===== src/rtl/seq_multiplier.sv =====
// -----------------------------------------------------------------------------
// seq_multiplier
//
// Sequential radix-2 shift-add multiplier. Operands are latched on an accepted
// start. One multiplier bit is retired per clock through a single WIDTH+1-bit
// adder, and the 2*WIDTH-bit product is written to o_p on the CALC->DONE
// transition. o_done pulses for one cycle. A start seen in DONE is accepted
// immediately, so operations can be issued back to back.
//
// Parameters:
//   WIDTH    operand width in bits (legal range 2..32); product is 2*WIDTH bits
//
// Optional build macro:
//   SEQ_MULT_SIGNED_EN  adds i_tc. With i_tc=1 the operands are two's
//                       complement. Magnitudes are multiplied and the product
//                       is negated when the operand signs differ.
//
// Ports:
//   i_clk    rising-edge clock
//   i_rst    asynchronous active-high reset
//   i_start  request, accepted on a rising edge while o_busy=0
//   i_a      multiplicand, latched on accept
//   i_b      multiplier, latched on accept
//   i_tc     (SEQ_MULT_SIGNED_EN only) two's-complement select, latched on accept
//   o_busy   high while in CALC
//   o_done   one-cycle pulse; o_p is valid from this cycle
//   o_p      product register, held until the next result is written
//
// States:
//   S_IDLE | waiting for start
//   S_CALC | one shift-add step per clock, WIDTH steps in total
//   S_DONE | o_done pulse; a start here is accepted as in S_IDLE
// -----------------------------------------------------------------------------
module seq_multiplier #(
    parameter int WIDTH = 8
) (
    input  logic               i_clk,
    input  logic               i_rst,
    input  logic               i_start,
    input  logic [WIDTH-1:0]   i_a,
    input  logic [WIDTH-1:0]   i_b,
`ifdef SEQ_MULT_SIGNED_EN
    input  logic               i_tc,
`endif
    output logic               o_busy,
    output logic               o_done,
    output logic [2*WIDTH-1:0] o_p
);

    localparam int CNT_W = $clog2(WIDTH + 1);

    typedef enum logic [1:0] {
        S_IDLE = 2'd0,
        S_CALC = 2'd1,
        S_DONE = 2'd2
    } state_t;

    state_t               r_state;
    state_t               w_state_nxt;

    logic [WIDTH-1:0]     r_mcand;
    logic [WIDTH-1:0]     r_mplier;
    logic [WIDTH-1:0]     r_acc;
    logic [CNT_W-1:0]     r_cnt;
    logic                 r_neg;
    logic [2*WIDTH-1:0]   r_p;

    logic                 w_accept;
    logic                 w_last;
    logic [WIDTH-1:0]     w_addend;
    logic [WIDTH:0]       w_sum;
    logic [WIDTH-1:0]     w_acc_nxt;
    logic [WIDTH-1:0]     w_mplier_nxt;
    logic [2*WIDTH-1:0]   w_prod;
    logic [2*WIDTH-1:0]   w_final;
    logic [WIDTH-1:0]     w_a_mag;
    logic [WIDTH-1:0]     w_b_mag;
    logic                 w_neg;

    // Operand conditioning at accept time
`ifdef SEQ_MULT_SIGNED_EN
    // The magnitude of the most-negative value (e.g. 128 for WIDTH=8) still
    // fits in WIDTH unsigned bits, so no extra width is needed.
    assign w_a_mag = (i_tc && i_a[WIDTH-1]) ? -i_a : i_a;
    assign w_b_mag = (i_tc && i_b[WIDTH-1]) ? -i_b : i_b;
    assign w_neg   = i_tc && (i_a[WIDTH-1] ^ i_b[WIDTH-1]);
    assign w_final = r_neg ? -w_prod : w_prod;
`else
    assign w_a_mag = i_a;
    assign w_b_mag = i_b;
    assign w_neg   = 1'b0;
    assign w_final = w_prod;
`endif

    assign w_accept = i_start && (r_state != S_CALC);
    assign w_last   = (r_state == S_CALC) && (r_cnt == CNT_W'(1));

    // One shift-add step. The carry out of the add becomes the new acc MSB
    // after the right shift, and the bit leaving acc refills mplier from the top.
    assign w_addend     = r_mplier[0] ? r_mcand : '0;
    assign w_sum        = {1'b0, r_acc} + {1'b0, w_addend};
    assign w_acc_nxt    = w_sum[WIDTH:1];
    assign w_mplier_nxt = {w_sum[0], r_mplier[WIDTH-1:1]};
    assign w_prod       = {w_acc_nxt, w_mplier_nxt};

    // State register
    always_ff @(posedge i_clk or posedge i_rst) begin
        if (i_rst) begin
            r_state <= S_IDLE;
        end else begin
            r_state <= w_state_nxt;
        end
    end

    // Next state and state-decoded outputs
    always_comb begin
        w_state_nxt = r_state;
        o_busy      = 1'b0;
        o_done      = 1'b0;
        case (r_state)
            S_IDLE: begin
                if (i_start) begin
                    w_state_nxt = S_CALC;
                end
            end
            S_CALC: begin
                o_busy = 1'b1;
                if (w_last) begin
                    w_state_nxt = S_DONE;
                end
            end
            S_DONE: begin
                o_done = 1'b1;
                if (i_start) begin
                    w_state_nxt = S_CALC;
                end else begin
                    w_state_nxt = S_IDLE;
                end
            end
            default: begin
                w_state_nxt = S_IDLE;
            end
        endcase
    end

    // Datapath
    always_ff @(posedge i_clk or posedge i_rst) begin
        if (i_rst) begin
            r_mcand  <= '0;
            r_mplier <= '0;
            r_acc    <= '0;
            r_cnt    <= '0;
            r_neg    <= 1'b0;
            r_p      <= '0;
        end else if (w_accept) begin
            r_mcand  <= w_a_mag;
            r_mplier <= w_b_mag;
            r_acc    <= '0;
            r_cnt    <= CNT_W'(WIDTH);
            r_neg    <= w_neg;
        end else if (r_state == S_CALC) begin
            r_acc    <= w_acc_nxt;
            r_mplier <= w_mplier_nxt;
            r_cnt    <= r_cnt - CNT_W'(1);
            if (w_last) begin
                r_p <= w_final;
            end
        end
    end

    assign o_p = r_p;

endmodule


===== config.mk =====
export PLATFORM = sky130hd
export DESIGN_NAME = seq_multiplier
export DESIGN_NICKNAME = d
export VERILOG_FILES = /design/src/rtl/seq_multiplier.sv
export SDC_FILE = /design/constraint.sdc
export NUM_CORES = 1
export LEC_CHECK = 0
export CORE_AREA = 2 2 62 87
export DETAILED_ROUTE_END_ITERATION = 8
export DIE_AREA = 0 0 64 89
export PLACE_DENSITY = 0.84
export RECOVER_POWER = 100
export SETUP_SLACK_MARGIN = 0.3
export SYNTH_ARGS = -nofsm -noshare
export SYNTH_HDL_FRONTEND = slang
export SYNTH_SLANG_ARGS = --single-unit

===== constraint.sdc =====
create_clock -name i_clk -period 2 [get_ports i_clk]
set_input_delay 0.3 -clock i_clk [delete_from_list [all_inputs] [get_ports i_clk]]
set_output_delay 0.3 -clock i_clk [all_outputs]
set_load 0.02 [all_outputs]

run_1/congestion_map.png
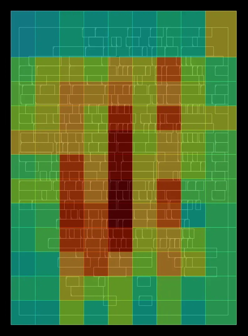
WL per Instance: 15.6 µm
global-route usage over all layers: 20.1%
grt met3 use: 4.28%
global-route track usage on met2: 37.2%
final cell utilization of the core: 61.4%

run_1/clock_wires.png
Scale: 6 px per µm.
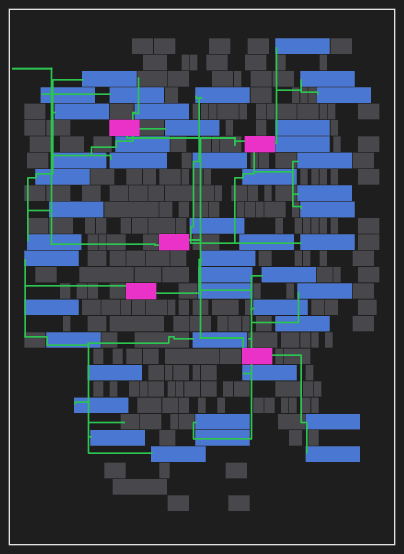
- clock-net drivers: magenta (count 5)
- clock wires: green (length 542 µm)
- flip-flops: blue (count 46)
- flops lie: spread over the die

run_1/port_trees.png
Scale: 6 px per µm.
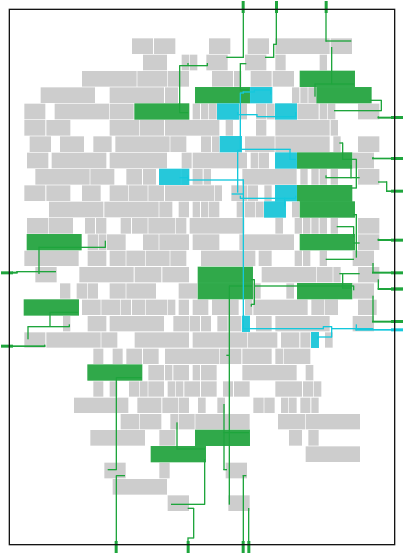
- o_p: green (direction output; end cells 16; buffers 16; wire 351 µm)
- i_start: cyan (direction input; end cells 11; buffers 2; wire 127 µm)

run_1/route_heat.png
Scale: 4 px per µm. 13 x 18 tiles, from white (low) to dark blue (high), scaled to the fullest tile. Values are wire area over tile area, all layers added.
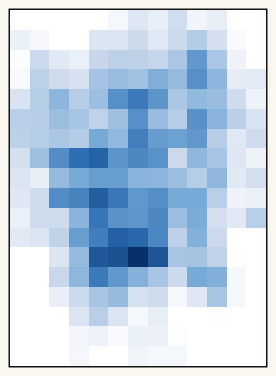
- fullest tile: 0.54
- mean over tiles: 0.15
- densest ninth of the die: middle

==> Changelog: implementation, run 1 <==
## Implementation

- Status: completed
- Share of Yosys cell area claimed by the top area cell type: 51.6%
- Unrepaired setup endpoints after global routing: yes
- Sum of routed wire segments on met1: ~2100 µm
- Power share of the combinational group: 50.0%
- DRT Pass-1 Iters: 4
- Power Density: ~1500 nW/µm²
- Count of different cell masters after synthesis: 34
- Post-synthesis instance area: between 2000 and 2500 µm²
- Count of plain and timing-repair buffers: roughly 52
- Combinational Area: about 1100 µm²
- Top cells by area in the synthesized netlist: dfrtp_1 52%, nand2_1 8.6%, ha_1 5.6%, o21ai_0 4.9%, mux2i_1 4.0%
- Effective utilization at floorplan: a little under half
- Hold Buf Count CTS: 0
- CP max stage delay: 0.45 ns
- Vertical die size: just under 90 µm
- Sequential-to-total area share from yosys stat: between 50% and 60%
- Average cell area after synthesis: between 10 and 15 µm²
- Storage element area: 1150 µm²
- Most Used Layer, Global Route: met2
- Number of standard cells in the layout, taps in and fillers out: 339
- Chip area from the yosys synthesis statistics: 2230 µm²
- Ys flops: 46
- Count of tool warnings: 30
- CP Cell Sequence: and2_4 -> ha_4 -> fa_2 -> buf_6 -> a21o_1 -> a21oi_2 -> xor2_1 -> o21ai_1
- Flip-flop count of the largest register, all copies and words added: 16
- Predominant post-synthesis flop cell: dfrtp_1
- Min Hold Slack: 0.410 ns
- Die Wd: ~64 µm
- DR iter-0 viols: 108
- DRC violations left: 0
- Post-synth mux share: under 10%
- Post-synthesis share of cell area spent on xor and xnor gates: between 1 and 1.5%
- Floorplan core area: between 4000 and 5000 µm²
- Power share of the clock group: between 10 and 15%
- Adder Area Share: approximately 6.5%
- Inverters: 6
- Critical path launch point: r_mplier[0]
- Layout cell share with drive strength beyond 1: a little under a fifth
- Area fraction in and, or, nand and nor cells: ~17%
- Quantity of I/O buffers inserted on ports: 36
- Post-place setup slack: about 0.0066 ns
- Total die area: around 5700 µm²
==> inputs of run 2 (changes only) <==
--- a/config.mk
+++ b/config.mk
@@ -6,6 +6,7 @@
 export NUM_CORES = 1
 export LEC_CHECK = 0
 export CORE_AREA = 2 2 62 87
+export CTS_CLUSTER_DIAMETER = 120
 export DETAILED_ROUTE_END_ITERATION = 8
 export DIE_AREA = 0 0 64 89
 export PLACE_DENSITY = 0.84
run_2/port_trees.png
Scale: 6 px per µm.
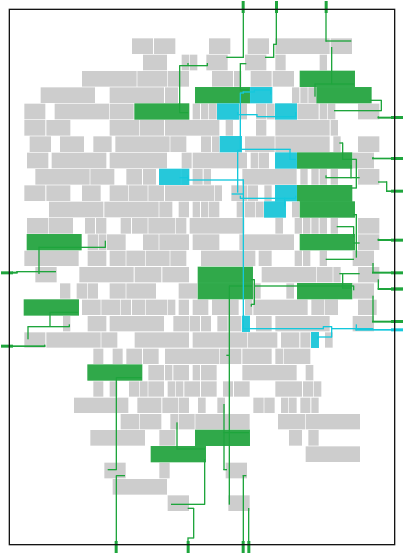
IO Pins: 37
quantity of I/O buffers inserted on ports: 36

==> run 2 against run 1 <==
  * Sequential share of layout area did not move
  * Critical endpoint unchanged
  * Clock skew did not move
  * Combinational power barely moved
  * Largest power group unchanged
  * Sequential cell count did not move
  * Global-route usage did not move
  * Fmax did not move
==> Changelog: implementation, run 2 <==
## Implementation

- DR iter-0 viols: 108 (unchanged)
- Area fraction in and, or, nand and nor cells: 17.4% (unchanged)
- Global-route track usage on met2: 37.2% (unchanged)
- Total die area: 5700 µm² (unchanged)
- Share of Yosys cell area claimed by the top area cell type: 51.6% (unchanged)
- Status: completed (unchanged)
- Adder Area Share: 6.51% (unchanged)
- CP max stage delay: 0.45 ns (about the same)
- Post-place setup slack: 0.00656 ns (unchanged)
- Predominant post-synthesis flop cell: dfrtp_1 (unchanged)
- Floorplan core area: 4840 µm² (unchanged)
- Metal2 WL: 2890 µm (unchanged)
- Top cells by area in the synthesized netlist: dfrtp_1 52%, nand2_1 8.6%, ha_1 5.6%, o21ai_0 4.9%, mux2i_1 4.0% (unchanged)
- DRC violations left: 0 (unchanged)
- Unrepaired setup endpoints after global routing: yes (unchanged)
- Most Used Layer, Global Route: met2 (unchanged)
- DRT Pass-1 Iters: 4 (unchanged)
- Power Density: 1530 nW/µm² (unchanged)
- Power share of the combinational group: 50.0% (about the same)
- WL per Instance: 15.6 µm (unchanged)
- Count of different cell masters after synthesis: 34 (unchanged)
- Power share of the clock group: 13.9% (about the same)
- Inverters: 6 (unchanged)
- Flip-flop count of the largest register, all copies and words added: 16 (unchanged)
- Post-synthesis share of cell area spent on xor and xnor gates: 1.18% (unchanged)
- Layout cell share with drive strength beyond 1: 18.9% (unchanged)
- Sequential-to-total area share from yosys stat: 51.6% (unchanged)
- Count of plain and timing-repair buffers: 52 (unchanged)
- Internal power component: 2.73 mW (unchanged)
- Storage element area: 1150 µm² (unchanged)
- Global-route usage over all layers: 20.1% (unchanged)
- Chip area from the yosys synthesis statistics: 2230 µm² (unchanged)
- Number of diodes: 0 (unchanged)
- Min Hold Slack: 0.410 ns (unchanged)
- Die Wd: 64 µm (unchanged)
- Met3 Wirelength: 188 µm (unchanged)
- Vertical die size: 89 µm (unchanged)
- Critical path launch point: r_mplier[0] (unchanged)
- Count of tool warnings: 30 (unchanged)
- Number of standard cells in the layout, taps in and fillers out: 339 (unchanged)
- Register clock-pin slew on the reported worst setup and hold paths: 0.09 ns (about the same)
- Combinational Area: 1150 µm² (unchanged)
==> inputs of run 3 (changes only) <==
--- a/config.mk
+++ b/config.mk
@@ -12,6 +12,7 @@
 export PLACE_DENSITY = 0.84
 export RECOVER_POWER = 100
 export SETUP_SLACK_MARGIN = 0.3
+export SLEW_MARGIN = 20
 export SYNTH_ARGS = -nofsm -noshare
 export SYNTH_HDL_FRONTEND = slang
 export SYNTH_SLANG_ARGS = --single-unit
run_3/route_heat.png
Scale: 4 px per µm. 13 x 18 tiles, from white (low) to dark blue (high), scaled to the fullest tile. Values are wire area over tile area, all layers added.
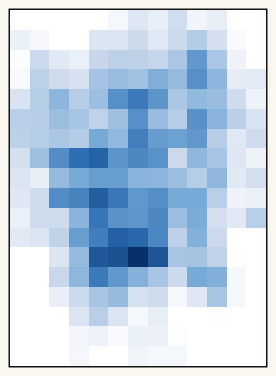
- mean over tiles: 0.15
- fullest tile: 0.54
- densest ninth of the die: middle
- tiles over half the peak: 18%
- nearly empty tiles: 21%

==> run 3 against run 2 <==
  * Wire length unchanged
  * Non-clock buffer count did not move
  * Power unchanged
  * Final cell count is the same
  * Fmax stayed put
  * Hold slack unchanged
  * Clock skew unchanged
  * Critical path type unchanged
  * Largest power group unchanged
==> Changelog: implementation, run 3 <==
## Implementation

- Status: completed (unchanged)
- IO Pins: 37 (unchanged)
- Number of diodes: 0 (unchanged)
- CP max stage delay: 0.45 ns (about the same)
- CP Cell Sequence: and2_4 -> ha_4 -> fa_2 -> buf_6 -> a21o_1 -> a21oi_2 -> xor2_1 -> o21ai_1 (unchanged)
- Global-route usage over all layers: 20.1% (unchanged)
- Combinational Area: 1150 µm² (unchanged)
- Area fraction in and, or, nand and nor cells: 17.4% (unchanged)
- Post-synthesis instance area: 2230 µm² (unchanged)
- Post-synthesis share of cell area spent on xor and xnor gates: 1.18% (unchanged)
- Effective utilization at floorplan: 46.1% (unchanged)
- Floorplan core area: 4840 µm² (unchanged)
- Setup violation total in the final timing report: 0 (unchanged)
- Register clock-pin slew on the reported worst setup and hold paths: 0.09 ns (about the same)
- Sequential-to-total area share from yosys stat: 51.6% (unchanged)
- Adder Area Share: 6.51% (unchanged)
- Average cell area after synthesis: 10.0 µm² (unchanged)
- Inverters: 6 (unchanged)
- Internal power component: 2.73 mW (unchanged)
- Min Hold Slack: 0.410 ns (unchanged)
- Grt met3 use: 4.28% (unchanged)
- Metal2 WL: 2890 µm (unchanged)
- DRC violations left: 0 (unchanged)
- Final cell utilization of the core: 61.4% (unchanged)
- DR iter-0 viols: 108 (unchanged)
- WL per Instance: 15.6 µm (unchanged)
- DRT Pass-1 Iters: 4 (unchanged)
- Global-route track usage on met2: 37.2% (unchanged)
- Quantity of I/O buffers inserted on ports: 36 (unchanged)
- Chip area from the yosys synthesis statistics: 2230 µm² (unchanged)
- Flip-flop count of the largest register, all copies and words added: 16 (unchanged)
- Total die area: 5700 µm² (unchanged)
- Predominant post-synthesis flop cell: dfrtp_1 (unchanged)
- Hold Buf Count CTS: 0 (unchanged)
- Vertical die size: 89 µm (unchanged)
- Number of standard cells in the layout, taps in and fillers out: 339 (unchanged)
- Ys flops: 46 (unchanged)
- Count of different cell masters after synthesis: 34 (unchanged)
- Power share of the combinational group: 50.0% (about the same)
- Most Used Layer, Global Route: met2 (unchanged)
- Register share of the cell area: 38.8% (unchanged)
- Met3 Wirelength: 188 µm (unchanged)
- Count of plain and timing-repair buffers: 52 (unchanged)
- Post-synth mux share: 8.08% (unchanged)
- Sum of routed wire segments on met1: 2070 µm (unchanged)
- Storage element area: 1150 µm² (unchanged)
- Top cells by area in the synthesized netlist: dfrtp_1 52%, nand2_1 8.6%, ha_1 5.6%, o21ai_0 4.9%, mux2i_1 4.0% (unchanged)
Power figures rest on the tool's default switching activity, not on a simulated workload.
